**Gate families picked out**

Bar = 20 um.
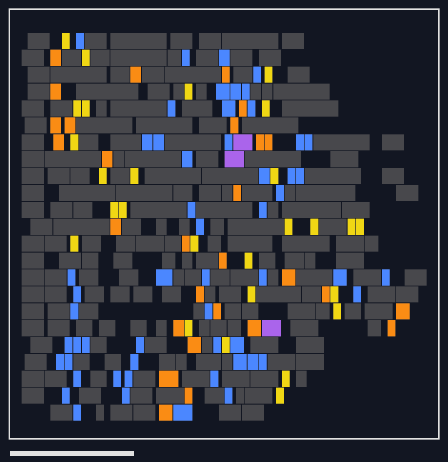
**Clock wires, drivers and flops**

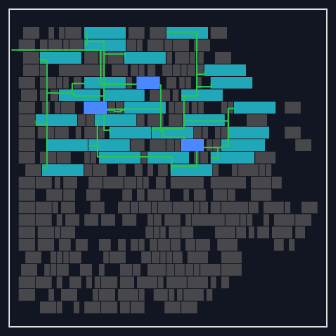
[src/rtl/fsm_req_scheduler.sv]
// fsm_req_scheduler: round-robin arbiter that lends one shared 4-bit
// pattern-matching machine to NREQ requesters, one transaction at a time.
// A transaction ends on the completion code (x==3, y==1) or after TIMEOUT
// wait cycles, and is reported with a single done pulse.
module fsm_req_scheduler #(
   parameter int NREQ    = 4,
   parameter int TIMEOUT = 15
) (
   input  logic              i_clk,
   input  logic              i_rst,
   input  logic [NREQ-1:0]   i_req,
   input  logic [4*NREQ-1:0] i_req_a,
   input  logic [4*NREQ-1:0] i_req_b,
   output logic [NREQ-1:0]   o_gnt,
   output logic [3:0]        o_fsm_a,
   output logic [3:0]        o_fsm_b,
   input  logic [1:0]        i_fsm_x,
   input  logic              i_fsm_y,
   output logic              o_busy,
   output logic              o_done,
   output logic [2:0]        o_done_id,
   output logic              o_done_err
);

   localparam int CW = $clog2(TIMEOUT + 1);

   typedef enum logic [1:0] {S_IDLE, S_WAIT, S_RELEASE} state_t;

   state_t            r_state, w_state_nxt;
   logic [NREQ-1:0]   r_gnt, w_gnt_nxt;
   logic [3:0]        r_a, w_a_nxt;
   logic [3:0]        r_b, w_b_nxt;
   logic              r_busy, w_busy_nxt;
   logic              r_done, w_done_nxt;
   logic [2:0]        r_done_id, w_done_id_nxt;
   logic              r_done_err, w_done_err_nxt;
   logic [CW-1:0]     r_cnt, w_cnt_nxt;
   logic [2:0]        r_win, w_win_nxt;
   logic [2:0]        r_last, w_last_nxt;

   logic              w_any;
   logic [2:0]        w_win;
   logic [NREQ-1:0]   w_win_oh;
   logic [3:0]        w_win_a;
   logic [3:0]        w_win_b;
   logic              w_code;
   int                w_dist;
   int                w_best;

   assign w_code = (i_fsm_x == 2'd3) && i_fsm_y;

   // Rotating priority: distance from last+1 (mod NREQ); smallest set wins.
   always_comb begin
      w_any    = 1'b0;
      w_win    = '0;
      w_win_oh = '0;
      w_win_a  = '0;
      w_win_b  = '0;
      w_best   = NREQ;
      w_dist   = 0;
      for (int i = 0; i < NREQ; i++) begin
         w_dist = i - int'(r_last) - 1;
         if (w_dist < 0) w_dist = w_dist + NREQ;
         if (i_req[i] && (w_dist < w_best)) begin
            w_best      = w_dist;
            w_any       = 1'b1;
            w_win       = 3'(i);
            w_win_oh    = '0;
            w_win_oh[i] = 1'b1;
            w_win_a     = i_req_a[4*i +: 4];
            w_win_b     = i_req_b[4*i +: 4];
         end
      end
   end

   // Next-state and next-output logic; every register holds by default.
   always_comb begin
      w_state_nxt    = r_state;
      w_gnt_nxt      = r_gnt;
      w_a_nxt        = r_a;
      w_b_nxt        = r_b;
      w_busy_nxt     = r_busy;
      w_done_nxt     = r_done;
      w_done_id_nxt  = r_done_id;
      w_done_err_nxt = r_done_err;
      w_cnt_nxt      = r_cnt;
      w_win_nxt      = r_win;
      w_last_nxt     = r_last;
      case (r_state)
         S_IDLE: begin
            if (w_any) begin
               w_state_nxt = S_WAIT;
               w_gnt_nxt   = w_win_oh;
               w_a_nxt     = w_win_a;
               w_b_nxt     = w_win_b;
               w_busy_nxt  = 1'b1;
               w_cnt_nxt   = '0;
               w_win_nxt   = w_win;
            end
         end
         S_WAIT: begin
            // Completion code beats timeout when both happen on one edge.
            if (w_code || (r_cnt == CW'(TIMEOUT - 1))) begin
               w_state_nxt    = S_RELEASE;
               w_gnt_nxt      = '0;
               w_a_nxt        = '0;
               w_b_nxt        = '0;
               w_done_nxt     = 1'b1;
               w_done_id_nxt  = r_win;
               w_done_err_nxt = !w_code;
               w_last_nxt     = r_win;
            end else begin
               w_cnt_nxt = r_cnt + 1'b1;
            end
         end
         S_RELEASE: begin
            w_state_nxt = S_IDLE;
            w_done_nxt  = 1'b0;
            w_busy_nxt  = 1'b0;
         end
         default: w_state_nxt = S_IDLE;
      endcase
   end

   // State and output registers; pointer resets so requester 0 goes first.
   always_ff @(posedge i_clk or posedge i_rst) begin
      if (i_rst) begin
         r_state    <= S_IDLE;
         r_gnt      <= '0;
         r_a        <= '0;
         r_b        <= '0;
         r_busy     <= 1'b0;
         r_done     <= 1'b0;
         r_done_id  <= '0;
         r_done_err <= 1'b0;
         r_cnt      <= '0;
         r_win      <= '0;
         r_last     <= 3'(NREQ - 1);
      end else begin
         r_state    <= w_state_nxt;
         r_gnt      <= w_gnt_nxt;
         r_a        <= w_a_nxt;
         r_b        <= w_b_nxt;
         r_busy     <= w_busy_nxt;
         r_done     <= w_done_nxt;
         r_done_id  <= w_done_id_nxt;
         r_done_err <= w_done_err_nxt;
         r_cnt      <= w_cnt_nxt;
         r_win      <= w_win_nxt;
         r_last     <= w_last_nxt;
      end
   end

   assign o_gnt      = r_gnt;
   assign o_fsm_a    = r_a;
   assign o_fsm_b    = r_b;
   assign o_busy     = r_busy;
   assign o_done     = r_done;
   assign o_done_id  = r_done_id;
   assign o_done_err = r_done_err;

endmodule

[config.mk]
export PLATFORM = sky130hd
export DESIGN_NAME = fsm_req_scheduler
export DESIGN_NICKNAME = d
export VERILOG_FILES = /design/src/rtl/fsm_req_scheduler.sv
export SDC_FILE = /design/constraint.sdc
export NUM_CORES = 1
export LEC_CHECK = 0
export CAP_MARGIN = 20
export CORE_MARGIN = 1.5
export CORE_UTILIZATION = 48
export CTS_CLUSTER_SIZE = 10
export DETAILED_ROUTE_END_ITERATION = 12
export HOLD_SLACK_MARGIN = 0.05
export PLACE_DENSITY = 0.91
export SYNTH_ARGS = -nofsm -noshare
export SYNTH_HDL_FRONTEND = slang
export SYNTH_SLANG_ARGS = --single-unit
[constraint.sdc]
create_clock -name i_clk -period 8.5 [get_ports i_clk]
set_input_delay 0.85 -clock i_clk [delete_from_list [all_inputs] [get_ports i_clk]]
set_output_delay 0.85 -clock i_clk [all_outputs]
set_load 0.01 [all_outputs]
==> flow_metrics.env <==
# flow metrics
export IMPL_synth_stat_cells=246
export IMPL_die_w_um=68.9
export IMPL_crit_arrival_ps=7250
export IMPL_power_density_mw_per_mm2=455
export IMPL_yosys_area_mm2=0.00208
export IMPL_rsz0062_at_grt="false"
export IMPL_gp_congestion=0.911
export IMPL_p_clk_uw=72.0
export IMPL_pwr_share_comb=0.755
export IMPL_drtPass1Iterations=5
export IMPL_wl_met1_um=2520
export IMPL_cp_start_kind="register"
export IMPL_whs_ps=486
export IMPL_ctsResizeCount=0
export IMPL_clock_latency_ps=270
export IMPL_ys_seq_frac=0.325
export IMPL_floorplan_core_util=0.510
export IMPL_drc_errors=0
export IMPL_hold_viol_final=0
export IMPL_met1_usage=0.352
export IMPL_required_ps=8650
export IMPL_grt_pass1_vias=1918
export IMPL_grt_max_degree=28
export IMPL_area_growth_pct=33.0
export IMPL_syn_area_mm2=0.00208
export IMPL_wl_um=5710
export IMPL_worst_pin_slew_ps=793
export IMPL_drv_cap=0
export IMPL_core_area_mm2=0.00409
export IMPL_grt_pass1_wl_um=8860
export IMPL_outcome="completed"
export IMPL_critPathTopFamily="simple AND/OR/NAND/NOR gates"
export IMPL_met2_usage=0.409
export IMPL_antenna_found_initial=0
export IMPL_busiest_layer="met2"
export IMPL_ys_ff=27
export IMPL_sequentialPower_uw=237
export IMPL_dr_wl_met3_um=438
export IMPL_path_buffers=2
export IMPL_final_core_util=0.678
export IMPL_cts_tree="done"
export IMPL_synth_cell_type_count=49
Back to the opening pictures, 'gate families picked out':
legend:
  NOR gates:
    colour: orange
    cells: 28
  inverters:
    colour: yellow
    cells: 27
  NAND gates:
    colour: blue
    cells: 54
  XOR/XNOR gates:
    colour: purple
    cells: 3

Back to the opening pictures, 'clock wires, drivers and flops':
legend:
  clock wires:
    colour: green
    length: 275 um
  flip-flops:
    colour: cyan
    count: 27
  cells driving clock nets:
    colour: blue
    count: 3
routed clock nets: 4

final cells by class:
class	count	area, um^2
fillers	321	1320
multi-input cells	186	1280
flip-flops and latches	27	678
repair buffers	59	606
inverters	27	101
well taps	50	62.6
clock buffers	3	41.3
clock inverters	1	5.00
placed cells by master, fill, tap and decap left out, types with 3 or more instances in the layout:
cell type	instances
nand3_1	7
xor2_1	3
o21ai_1	7
nor3_1	9
inv_1	27
nor2_1	13
clkbuf_8	3
dfrtp_1	25
nand2b_1	3
ha_1	22
a21oi_1	5
o211ai_1	9
nand2_1	40
o21ai_0	10
o32ai_1	16
clkdlybuf4s50_1	57
synthesized netlist by cell type, drive strengths merged (3+ instances only):
master  instances  area [um^2]
ha             22          275
inv            27          101
dfrtp          25          626
xor2            3         26.3
a211oi          3         47.6
nand2          40          150
nor3            9         45.0
a21oi           5         25.0
o32ai          16          140
o211ai          9         67.6
clkbuf          5         18.8
nand2b          3         18.8
nor2           15         61.3
o21ai          17         85.1
nand3           7         35.0
worst paths after layout:
kind / end / slack [ps] / depth (start not counted) / startpoint
setup reg to reg: o_fsm_a[2]$_DFFE_PP0P_ / 1400 / 28 / r_last[0]$_DFFE_PP1P_
hold reg to reg: o_done_id[0]$_DFFE_PP0P_ / 490 / 2 / o_done_id[0]$_DFFE_PP0P_
setup / recovery: o_fsm_a[2]$_DFFE_PP0P_ / 1400 / 28 / r_last[0]$_DFFE_PP1P_
hold / removal: o_done_id[0]$_DFFE_PP0P_ / 490 / 2 / o_done_id[0]$_DFFE_PP0P_
min in group asynchronous: o_fsm_a[0]$_DFFE_PP0P_ / 760 / 2 / i_rst
max in group asynchronous: r_last[0]$_DFFE_PP1P_ / 7310 / 3 / i_rst
